### Routed clock nets over the placement

Bar = 20 um.
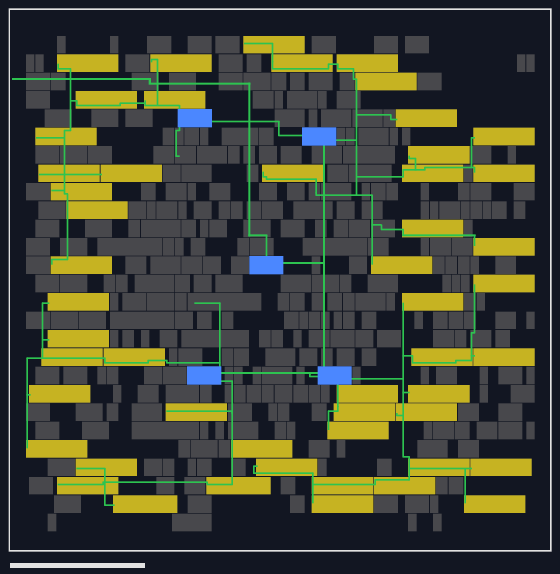
### Wiring by layer

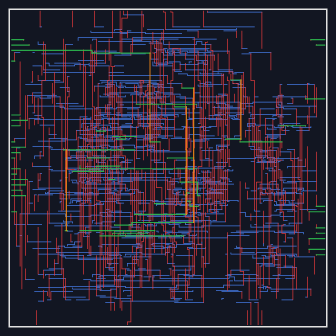
### Wires at chosen ports, followed through buffers

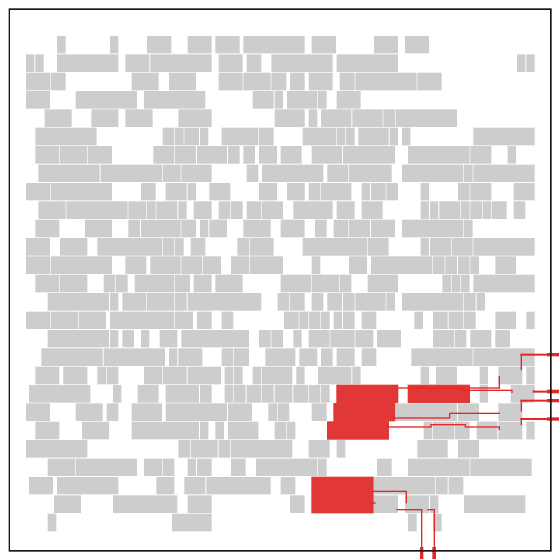
### The clock network

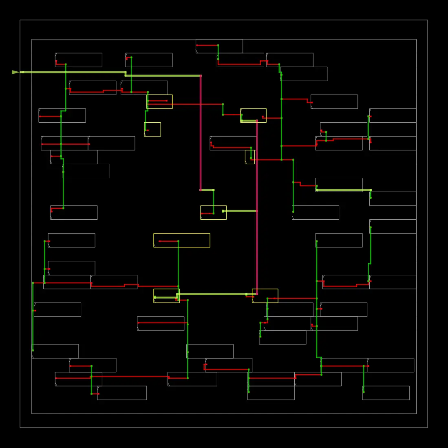
### Gate-type map

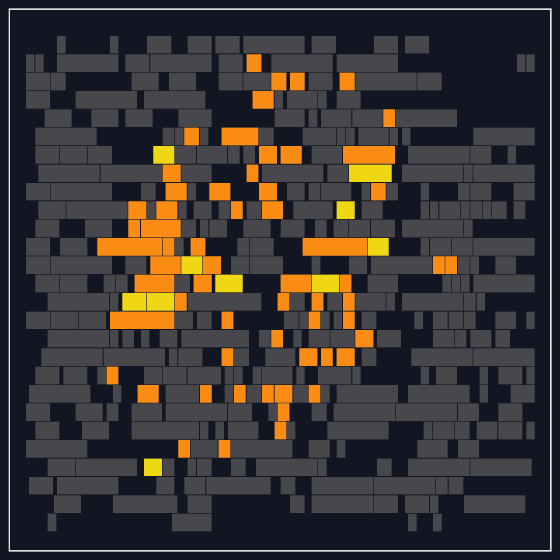
==> config.mk <==
export PLATFORM = sky130hd
export DESIGN_NAME = hms_display_scan
export DESIGN_NICKNAME = d
export VERILOG_FILES = /design/src/rtl/hms_display_scan.sv
export SDC_FILE = /design/constraint.sdc
export NUM_CORES = 1
export LEC_CHECK = 0
export CAP_MARGIN = 25
export CORE_MARGIN = 2
export CORE_UTILIZATION = 60
export DETAILED_ROUTE_END_ITERATION = 10
export MAX_ROUTING_LAYER = met4
export PLACE_DENSITY = 0.9
export SLEW_MARGIN = 40
export SYNTH_ARGS = -nofsm -noshare
export SYNTH_HDL_FRONTEND = slang
export SYNTH_SLANG_ARGS = --single-unit
==> constraint.sdc <==
create_clock -name clk -period 6 [get_ports clk]
set_input_delay 1.8 -clock clk [delete_from_list [all_inputs] [get_ports clk]]
set_output_delay 1.8 -clock clk [all_outputs]
set_load 0.01 [all_outputs]
==> PnR_summary.wiki <==
== Implementation results ==
{| class="wikitable"
! Metric !! Value
|-
| Count of warning messages emitted by the tools || 32
|-
| Chip Area, Yosys || between 3000 and 4000 um^2
|-
| Number of hold-repair buffers added at the cts stage || 0
|-
| Via count of the first global-routing pass || 2484
|-
| Dominant kind of combinational cell || simple AND/OR/NAND/NOR gates
|-
| Detailed router's first-iteration violation count || 164
|-
| Worst reg-to-reg setup slack || 1.77 ns
|-
| Crit path buf inv count || 2
|-
| EDFF count, synth || 0
|-
| Number of gates given a new drive strength after cts || 0
|-
| DIE AREA || ~6400 um^2
|-
| TritonCTS clock tree || yes
|-
| WHS Path Cells || 1
|-
| Power dissipated in sequential cells || around 0.34 mW
|-
| LEAKAGE || roughly 1.6 nW
|-
| Number of nets in the finished design || slightly below 400
|-
| Combinational-cell power consumption || 0.0225 mW
|-
| Comb pwr share || 0.037
|-
| Total overflow reported by the global router || 0
|-
| Initial cell density of the core || 0.624
|-
| Most used flip-flop cell after synthesis || dfrtp_1
|-
| # setup viols final || 0
|-
| Detailed Place HPWL || approximately 5.2 mm
|-
| DIE WIDTH || approximately 80 um
|-
| Setup Slack @ Placement || 1.79 ns
|-
| Setup repair after global routing missed its margin || no
|-
| Met1 routed wirelength after detailed routing || 3.08 mm
|-
| Peak supply drop || slightly above 0.1 mV
|-
| Iteration tally of the first detailed-router pass || 5
|-
| Chip Height || 79.9 um
|-
| Most common cell in the netlist || dfrtp_1
|-
| Shortest clock period the worst path allows after layout || 4.23 ns
|-
| Final routed DRC violation total || 0
|-
| FFs w/ async S/R, synth || 1.00
|-
| Maximum number of pins on one net before global-route repair || about 52
|-
| Netlist Area Pre-Place || 3460 um^2
|-
| #FFs+latches synth || 51
|-
| ANT cells || 0
|-
| Count of H-tree levels built during CTS || 2
|-
| Number of flip-flops in the largest register || 16
|-
| Largest area contributor in the netlist || dfrtp_1
|-
| CTS clk-pin slew, worst paths || 0.10 ns
|-
| Global-route track usage on met3 || 0.0464
|-
| Worst min-delay path class || reg2reg
|-
| Simple logic cell fraction of the synthesized area || 0.202
|-
| Ao+oa area frac || 0.171
|-
| Number of buffers added for setup after CTS || 0
|-
| Levels on crit path || 14
|-
| P&R area growth vs syn || 10.5%
|-
| Metal3 WL || 338 um
|-
| Most Crowded Layer GR || met2
|-
| Sw Pwr || 0.130 mW
|-
| Mean area per synthesized cell || 10.2 um^2
|-
| Max Transition Viols Final || 0
|-
| Final Hold Violation Tally || 0
|-
| Met2 Wirelength || between 3 and 4 mm
|-
| Worst Path Arrival || 4.40 ns
|-
| Top post-synthesis cells by area || dfrtp_1, mux2_2, ha_1
|-
| FA/HA/MAJ Cells, Area Fraction || 0.0470
|-
| Critical Setup Path Class || reg2reg
|-
| Antenna violations before repair || 0
|-
| First-pass GRT wire length || 11.5 mm
|-
| Fillcell total || 440
|-
| Final worst hold slack || 0.516 ns
|-
| Non-Filler Cell Area, Final || 3820 um^2
|-
| Core area || approximately 5500 um^2
|-
| Slew at the pin closest to its max-slew limit || 0.751 ns
|-
| Maximum fanout along the worst path || 18
|-
| Cell with the largest stage delay on the worst path || dfrtp_1
|-
| Gate Count Post-Synth || 339
|-
| Worst slew margin relative to its limit || 0.499
|-
| Max cap viols || 0
|-
| Post-synth cell types || 83
|-
| Sequential share of power || 0.564
|-
| Run status || complete, no violations
|-
| Core occupancy in the finished layout || 0.690
|-
| Launching element type of the critical path || flop
|-
| Met1 track demand over resource in global routing || 0.296
|-
| Yosys synthesis warning count || 0
|-
| Post-layout period usage of the worst path || 0.705
|-
| Top-area cell share || 0.369
|-
| Upper clock frequency limit || 237 MHz
|-
| WP data required || 6.17 ns
|-
| Grt met2 use || 0.399
|-
| Weighted congestion reported at the end of routability-driven placement || 0.908
|-
| Cell chosen for the clock root || clkbuf_8
|-
| Rows || 27
|-
| DR vias/cell || 5.90
|-
| Placement Cell Area || 3710 um^2
|-
| Uppermost layer routed || met4
|-
| Switching part of the total power || 0.213
|}
Back to the opening pictures, 'Routed clock nets over the placement':
[yellow] flip-flops | count: 51
[green] clock wires | length: 620 um
[blue] cells driving clock nets | count: 5
flops lie	spread over the die
Worst-Skew Late Latency: 0.31 ns
power of the clock network: 0.242 mW

Back to the opening pictures, 'Wiring by layer':
colour	layer	wire length
green	met3	339 um
red	met2	3570 um
orange	met4	119 um
blue	met1	3080 um
global-route usage over all layers: 0.239
detailed-route wire length per cell: 16.3 um
vias after detailed routing: 2574
Final Routed Wirelength: 7.11 mm

Back to the opening pictures, 'Wires at chosen ports, followed through buffers':
colour	port	direction	edge	end cells	buffers	wire
red	digit_en	output	4 east, 2 south	6	6	100 um
number of buffers added on ports: 32
I/O pin total: 46

Back to the opening pictures, 'The clock network':
Fin Clk Skew: 0.0100 ns
Inserted Clock Buffers: 5
number of sinks driven by the clock tree: 51

Back to the opening pictures, 'Gate-type map':
colour	family	cells
yellow	AND-OR and OR-AND gates	10
orange	inverting AOI/OAI gates	60
Commonest Layout Cell: dfrtp_1
count of non-filler cells in the finished layout: 436
share of cell area taken by multi-input logic gates: 0.513

-- cell type report --
cell class	count	area, um^2	area share
clock buffers	5	68.8	0.0180
clock inverters	3	43.8	0.0115
inverters	15	61.3	0.0160
multi-input cells	258	1960	0.513
flip-flops and latches	51	1280	0.335
well taps	72	90.1	0.0236
repair buffers	32	320	0.0838
-- layout by cell type (no fill, tap or decap), types with 3 or more instances in the layout --
cell type and count:
dfrtp_1 49, clkdlybuf4s50_1 32, nor2_1 25, nand2_1 22
mux2_2 17, nand3_1 14, ha_1 13, conb_1 13
a21oi_1 12, o21ai_0 11, inv_1 10, mux2i_1 8
xor2_1 8, nor4_1 7, xnor2_1 7, nor3_1 7
o22ai_1 7, and3_1 6, clkbuf_8 5, o21ai_1 4
inv_2 3, a22oi_1 3, nand3b_1 3, and2_2 3
Power figures rest on the tool's default switching activity, not on a simulated workload.
